Figure 1. Nets reached from selected ports.
(12 px per um)
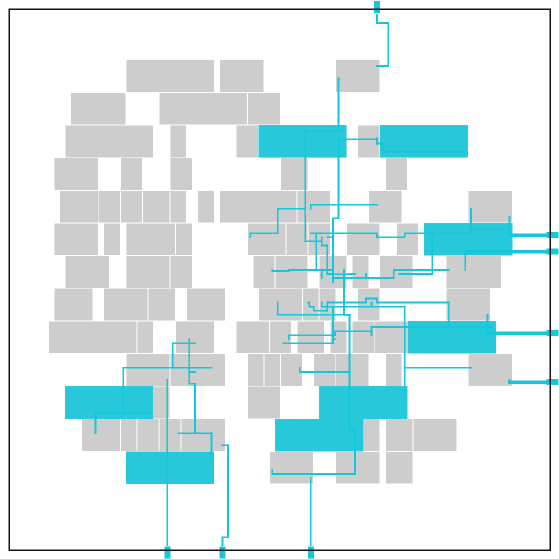
Figure 2. Placed standard cells.
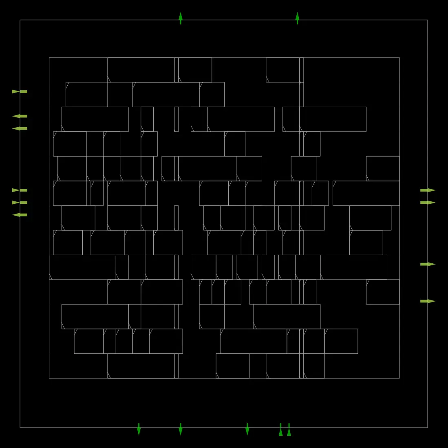
Figure 3. Where the registers sit.
(12 px per um) Other sequential cells in the stronger gray, the rest of the logic in the fainter gray.
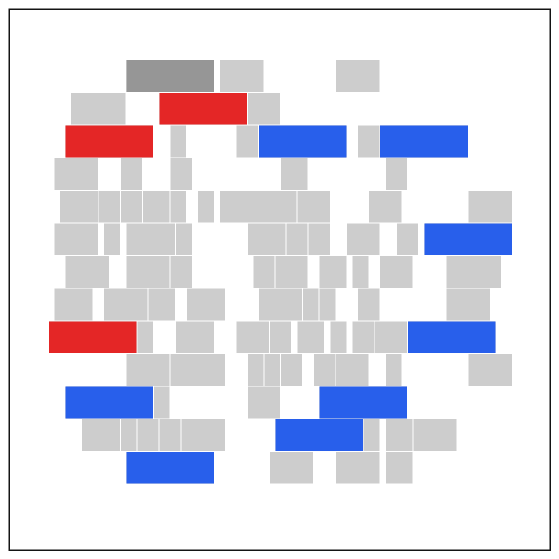
Figure 4. Signal wires by layer.
(8 px per um) Two of the layers only.
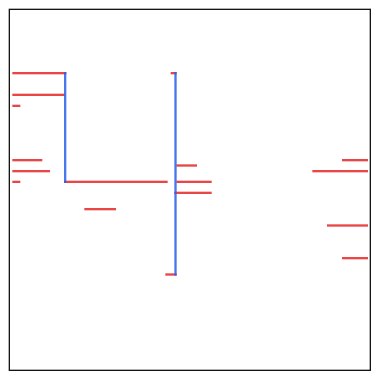
**src/rtl/seq1101_detector_pkg.sv**
```systemverilog
// rtl/seq1101_detector_pkg.sv - shared state encoding, pattern constant and transition function
package seq1101_detector_pkg;

    localparam int STATE_W = 3;
    localparam logic [3:0] PATTERN = 4'b1101;

    typedef enum logic [STATE_W-1:0] {
        S0 = 3'b000,
        S1 = 3'b001,
        S2 = 3'b010,
        S3 = 3'b011,
        S4 = 3'b100
    } state_e;

    // S4 on a '1' falls back to S2: the match's trailing '1' plus the new '1' is "11".
    function automatic state_e next_state(input state_e cur, input logic bit_in);
        case (cur)
            S0:      next_state = (bit_in == PATTERN[3]) ? S1 : S0;
            S1:      next_state = (bit_in == PATTERN[2]) ? S2 : S0;
            S2:      next_state = (bit_in == PATTERN[1]) ? S3 : S2;
            S3:      next_state = (bit_in == PATTERN[0]) ? S4 : S0;
            S4:      next_state = bit_in ? S2 : S0;
            default: next_state = S0;
        endcase
    endfunction

endpackage

```
**src/rtl/seq1101_detector_sat_counter.sv**
```systemverilog
// rtl/seq1101_detector_sat_counter.sv - saturating up-counter with sync reset and clear
module sat_counter #(
    parameter int W = 8
) (
    input  logic         clock,
    input  logic         reset_n,
    input  logic         clear,
    input  logic         inc,
    output logic [W-1:0] count
);

    logic [W-1:0] count_q;

    always_ff @(posedge clock) begin
        if (!reset_n) begin
            count_q <= '0;
        end else if (clear) begin
            count_q <= '0;
        end else if (inc && (count_q != {W{1'b1}})) begin
            count_q <= count_q + W'(1);
        end
    end

    assign count = count_q;

endmodule

```
**src/rtl/seq1101_detector.sv**
```systemverilog
// rtl/seq1101_detector.sv - overlapping 1101 detector with registered match pulse and saturating count
module seq1101_detector
    import seq1101_detector_pkg::*;
#(
    parameter int COUNT_W = 8
) (
    input  logic               clock,
    input  logic               reset_n,
    input  logic               clear,
    input  logic               din,
    input  logic               din_valid,
    output logic               match,
    output logic [COUNT_W-1:0] match_count,
    output logic [STATE_W-1:0] state_o
);

    state_e state_q, state_d;
    logic   match_q;
    logic   legal;
    logic   hit;

    // Illegal encodings recover to S0 even while din_valid is low.
    always_comb begin
        legal = (state_q == S0) || (state_q == S1) || (state_q == S2)
             || (state_q == S3) || (state_q == S4);
        state_d = state_q;
        if (din_valid || !legal) begin
            state_d = next_state(state_q, din);
        end
        hit = din_valid && legal && (state_d == S4);
    end

    always_ff @(posedge clock) begin
        if (!reset_n) begin
            state_q <= S0;
            match_q <= 1'b0;
        end else if (clear) begin
            state_q <= S0;
            match_q <= 1'b0;
        end else begin
            state_q <= state_d;
            match_q <= hit;
        end
    end

    sat_counter #(.W(COUNT_W)) u_count (
        .clock   (clock),
        .reset_n (reset_n),
        .clear   (clear),
        .inc     (hit),
        .count   (match_count)
    );

    assign match   = match_q;
    assign state_o = state_q;

endmodule

```
**config.mk**
```make
export PLATFORM = sky130hd
export DESIGN_NAME = seq1101_detector
export DESIGN_NICKNAME = d
export VERILOG_FILES = /design/src/rtl/seq1101_detector_pkg.sv /design/src/rtl/seq1101_detector_sat_counter.sv /design/src/rtl/seq1101_detector.sv
export SDC_FILE = /design/constraint.sdc
export NUM_CORES = 1
export LEC_CHECK = 0
export CORE_MARGIN = 3
export CORE_UTILIZATION = 40
export CTS_CLUSTER_SIZE = 20
export DETAILED_ROUTE_END_ITERATION = 7
export GPL_TIMING_DRIVEN = 0
export HOLD_SLACK_MARGIN = 0.03
export PLACE_DENSITY_LB_ADDON = 0.2
export SETUP_SLACK_MARGIN = 0.2
export SLEW_MARGIN = 20
export SYNTH_ARGS = -nofsm -noshare
export SYNTH_HDL_FRONTEND = slang
export SYNTH_SLANG_ARGS = --single-unit
export TNS_END_PERCENT = 20
```
**constraint.sdc**
```tcl
create_clock -name clock -period 1.9 [get_ports clock]
set_input_delay 0.38 -clock clock [delete_from_list [all_inputs] [get_ports clock]]
set_output_delay 0.38 -clock clock [all_outputs]
set_load 0.02 [all_outputs]
```
==> impl_metrics.tcl <==
# flow metrics
set metrics [dict create \
    area_growth_pct 33.81 \
    clock_path_buffers 2 \
    route.detailed.drc 0 \
    top_area_cell "dfxtp_1" \
    cellPowerDensity_nw_per_um2 532.7 \
    slew_violations 0 \
    edf_count 0 \
    multi_input_comb_cells 55 \
    postRouteAntennaNets 0 \
    syn_area_um2 606.8 \
    dpl.cell_count 103 \
    grt-ovfl-total 0 \
    hold_buffers 0 \
    logic_area_um2 347.8 \
    floorplan.nets 78 \
    syn_inst 72 \
    outcome "finished clean" \
    clk_share_pct 2.773 \
    max_freq_ghz 0.5828 \
    design.die.area_um2 2021 \
    top_area_share_pct 39.59 \
    place_congestion 0.7171 \
    seq_area_frac_synth_pct 39.59 \
    row_count 13 \
    setup_tns_ps 0 \
    fin_ws_ps 184.2 \
    drive_gt1_share_pct 8.791 \
    synth.distinct_cells 32 \
    common_cells "12 x dfxtp_1, 6 x nand3_1, 6 x nor2_1" \
    crit_required_ps 2100 \
    area_leaders "dfxtp_1 40%, nand3_1 4.9%, a21oi_1 4.1%" \
    synth-async-reset-ratio_pct 0 \
    cts_tree "done" \
    grt_max_degree 11 \
    cts.sinks 12 \
]
-- Figure 1 (at the start) --
port	color	direction	end cells	buffers	wire
`match_count`	cyan	output	8	8	299 um
count of input and output buffers: 16
# IOs: 17

-- Figure 2 (at the start) --
flip-flops: 12
Final Non-Filler Cells: 106

-- Figure 3 (at the start) --
netlist name	color	sequential cells
`u_count.count`	blue	8
`state_o`	red	3
not colored	1
register area: 240.2 um2
seq pwr: 0.000254 W

-- Figure 4 (at the start) --
layer	color	wire length
M3	red	67.8 um
M4	blue	38.8 um
Wirelength per Cell: 12.56 um
DRT Wirelength: 1331 um
vias: 603
All-Layer GR Usage: 15.48%

-- through the flow --
| stage | area, um2 | util [%] | hold slack (ps) |
|---|---|---|---|
| finish | 812.0 | 59.43 | 505.2 |
| global route | 812.0 | 59.43 | 554.7 |
| CTS | 807.0 | 59.07 | 512.0 |
| detailed placement | 785.8 | 57.51 | 502.0 |
| global placement | 785.8 | 57.51 | 494.5 |
| floorplan | 606.8 | - | 551.6 |
-- power breakdown --
group / internal [W] / switching [W] / total [W]
logic: 0.0000132 / 0.0000128 / 0.0000260
registers: 0.000252 / 0.00000144 / 0.000254
clock network: 0.0000734 / 0.0000796 / 0.000153
total: 0.000339 / 0.0000938 / 0.000433
-- path summary, 6_finish.rpt --
path                       to  cells after the start  slack (ps)
max reg2reg  u_count.count[6]                      4         380
min          u_count.count[1]                      2         510
max          u_count.count[6]                      5         180
min reg2reg  u_count.count[1]                      2         510
-- repair_timing --
action	4_1_cts	5_1_grt
resized	1	2
hold endpoints to repair	0	0
setup endpoints to repair	5	10
-- kinds of logic (layout without fill, tap and decap cells) --
logic type | count (synthesis) | count (layout) | synth area share, %
AOI/OAI and AO/OA | 17 | 17 | 18.15
xor gates and xnor gates | 2 | 2 | 2.887
adders and majority gates | 1 | 1 | 2.062
buffers and inverters | 5 | 24 | 3.091
DFF | 12 | 12 | 39.59
muxes | 1 | 1 | 1.650
and+or+nand+nor | 34 | 34 | 32.58
-- metal layers --
layer  track usage [%]  share of wire, %  up-vias
li1                  -                 -      308
met1             19.27                48      271
met2             22.32                44       19
met3             5.179               5.0        5
met4             10.53               2.9        0
met5                 0                 0        -
-- worst max-delay path, cell delays in order --
cell,delay (ps)
clkdlybuf4s50_1,540
and3_4,250
nand3_4,100
or4_1,500
a21oi_1,140
Power and IR drop assume default switching activity.
